==> config.mk <==
export PLATFORM = sky130hd
export DESIGN_NAME = control_unit_pipe
export DESIGN_NICKNAME = d
export VERILOG_FILES = /design/src/rtl/control_unit_pipe.sv
export SDC_FILE = /design/constraint.sdc
export NUM_CORES = 1
export LEC_CHECK = 0
export CORE_MARGIN = 8
export CORE_UTILIZATION = 39
export DETAILED_ROUTE_END_ITERATION = 10
export PLACE_DENSITY_LB_ADDON = 0.12
export SKIP_CTS_REPAIR_TIMING = 1
export SYNTH_ARGS = -nofsm -noshare
export SYNTH_HDL_FRONTEND = slang
export SYNTH_SLANG_ARGS = --single-unit
==> constraint.sdc <==
create_clock -name CLOCK -period 3.4 [get_ports CLOCK]
set_input_delay 0.34 -clock CLOCK [delete_from_list [all_inputs] [get_ports CLOCK]]
set_output_delay 0.34 -clock CLOCK [all_outputs]
set_load 0.01 [all_outputs]
Wires at chosen ports, followed through buffers:
Bar = 20 um.
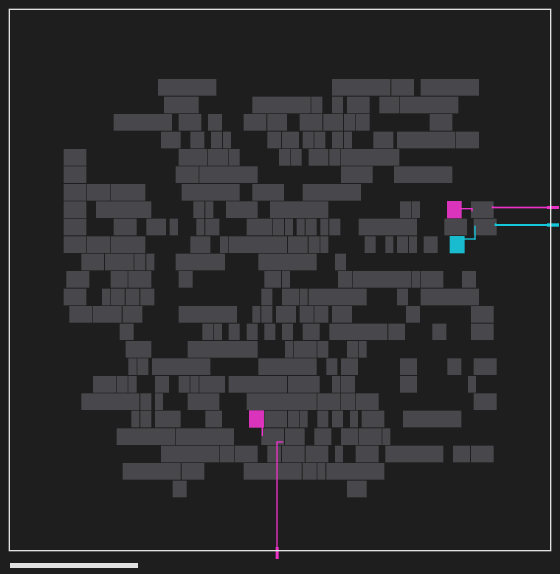
- branch_nz: cyan (direction output; end cells 1; buffers 1; wire 12.1 um)
- ALUop: magenta (direction output; end cells 2; buffers 2; wire 30.3 um)
I/O pin cnt: 38
# port buffers: 37

The clock network:
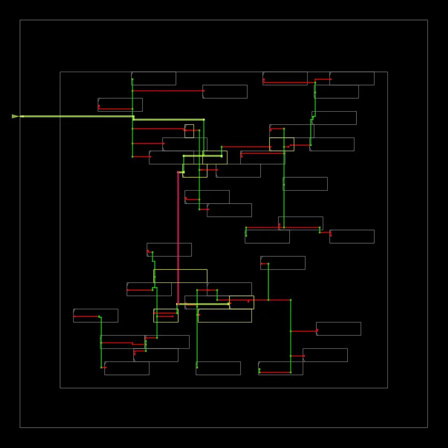
Clock Buffer Count: 5
Power Clock: 0.437 mW

Met1 routing:
Supply wires on this layer in gray.
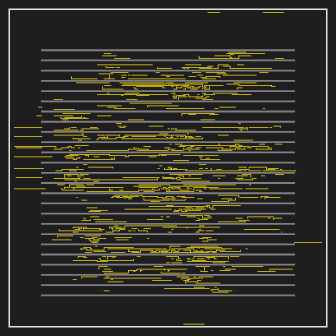
- main direction: horizontal
- wire length on this layer: 1990 um
- share of all routed wire: 47%
DR vias: 1468
Total Wirelength: 4.26 mm
met1 Use GR: 0.159

Wiring by layer:
Only two layers are drawn.
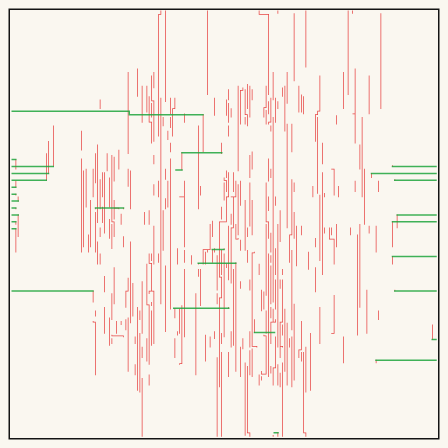
- metal 2: red (wire length 2030 um)
- metal 3: green (wire length 196 um)
Total GRT Usage: 0.127
per-cell routed wire length: 15.3 um

Zoomed window:
Bar = 10 um. Region (27, 27) to (57, 57) um. Cells in gray, sequential cells in the stronger gray; small squares are vias.
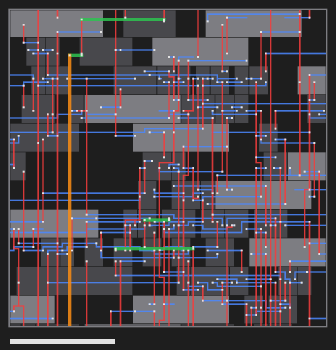
- metal 2: red
- metal 1: blue
- metal 4: orange
- metal 3: green
- most frequent: nand2_1 (12), o21ai_0 (11), dfrtp_1 (9)
- cells with their middle in the window: 58
- sequential cells in the window: 9

==> flow_summary.ini <==
; flow metrics
[power_and_ir_drop]
peakVddDrop_mv = 0.247
power_frac_comb = 0.249
intPower_mw = 0.925
p_comb_mw = 0.315
power_density_mw_per_mm2 = 536
p_seq_frac = 0.407
fin_total_pwr_mw = 1.27
seq_power_mw = 0.515
p_leak_nw = 1.02
switching_power_mw = 0.342
maxPowerGroup = sequential cells
p_clk_frac = 0.345

[clock_network]
insertion_delay_ns = 0.28
cts_tree = yes
h-tree-depth = 2
cts_root_buffer = clkbuf_8
cts_buffer_depth = 2
path_clk_slew_ns = 0.07
cts_made_buffers = 5

[cells_and_area]
finalInstanceArea_mm2 = 0.00236
largest_class = logic gates
buf_share = 0.166
flop_area_um2 = 826
largest_reg_flops = 12
nonClockBufferCount = 40
lay_top_count = clkdlybuf4s50_1
sh_comb_area = 0.393
area_growth_pct = 30.5
fin_cells = 278
seqAreaFraction = 0.349
drive_gt1_frac = 0.119
lay_top_cells = clkdlybuf4s50_1, dfrtp_1, nand2_1
combGateArea_um2 = 928
nMultiInputCombCells = 140
fill_cells = 403
fin_util = 0.536
flop-count = 33

[final_timing]
rsz0062_at_grt = no
fin_crit_sh = 0.690
period_minus_slack_ns = 2.34
max_freq_mhz = 427
finClkSkew_ns = 0.00436
holdWs_ns = 0.464
layout_setup_ws_ns = 1.06
fin_setup_tns_ns = 0
hold_viol_final = 0
maxSlewViolCount = 0
relSlewSlack = 0.539
setup_viol = 0
tightest_slew_ns = 0.691

[min_path]
hp-class = input pin to asynchronous set/reset pin

[synth]
ys_sh_xor = 0.0338
ys_warn_count = 0
ys_cells = 184
syn_nets = 201
yosysMostFrequentCell = dfrtp_1
netlist_top_cells_count = dfrtp_1, nand2_1, o21ai_0
yosys_register_bits = 33
ys_types = 46
muxShareOfSynthArea = 0.0497
synth_seq_share = 0.456
ys_area_mm2 = 0.00181
aoi_share = 0.153
adder_share = 0.00691
largest_area_cell = dfrtp_1
top_logic_kind = simple AND/OR/NAND/NOR gates
synth-simple-area-share = 0.269
netlist.area_leader.share = 0.456
synthesis.instances = 184
async_reset_ff_frac = 1.00
edf_count = 0
avgSynthCellArea_um2 = 9.85
yosys-top-cells-area = dfrtp_1, nor2b_1, o21ai_0

[placed_design]
dpl_cell_area_mm2 = 0.00223
gp_congestion = 0.827
dp_cells = 270
place_hpwl_mm = 3.25

[setup_path]
r2r_cells = 5
crit_family = buffers and inverters
cp_num_cells = 4
crit_path_max_incr_delay_ns = 0.49
crit_slowest_cell = dfrtp_1
cp.required_ns = 3.06
crit_path_end_kind = output pin
worstPathCellList = nor2_1 -> buf_4 -> nor2b_1 -> clkdlybuf4s50_1
regToRegSetupSlack_ns = 1.31
critPathKind = register to output pin
start_kind = register
worst-path-buf-inv = 2
cp.arrival_ns = 2.00

[detailed_routing]
wl_met1_mm = 1.99
drt_iter0_markers = 130
top_layer = met4
drtAntennaViolNets = 0
vias_per_cell = 5.28
drt_pass1_iterations = 4
drc = 0
wl_met3_um = 196

[floorplanning]
rows = 24
core_util_floorplan = 0.410
dieArea_mm2 = 0.00708
die_w_um = 84.2

[global_routing]
grt_most_used_layer = met2
grt_max_degree = 34
met3_usage = 0.0415
grt_util_met2 = 0.206
grt_pass1_vias = 1564
grt_antenna_before_repair = 0

[flow_run]
cap_violations = 0

[status]
status = finished, final reports clean
Power is estimated from default activity; no workload was simulated.
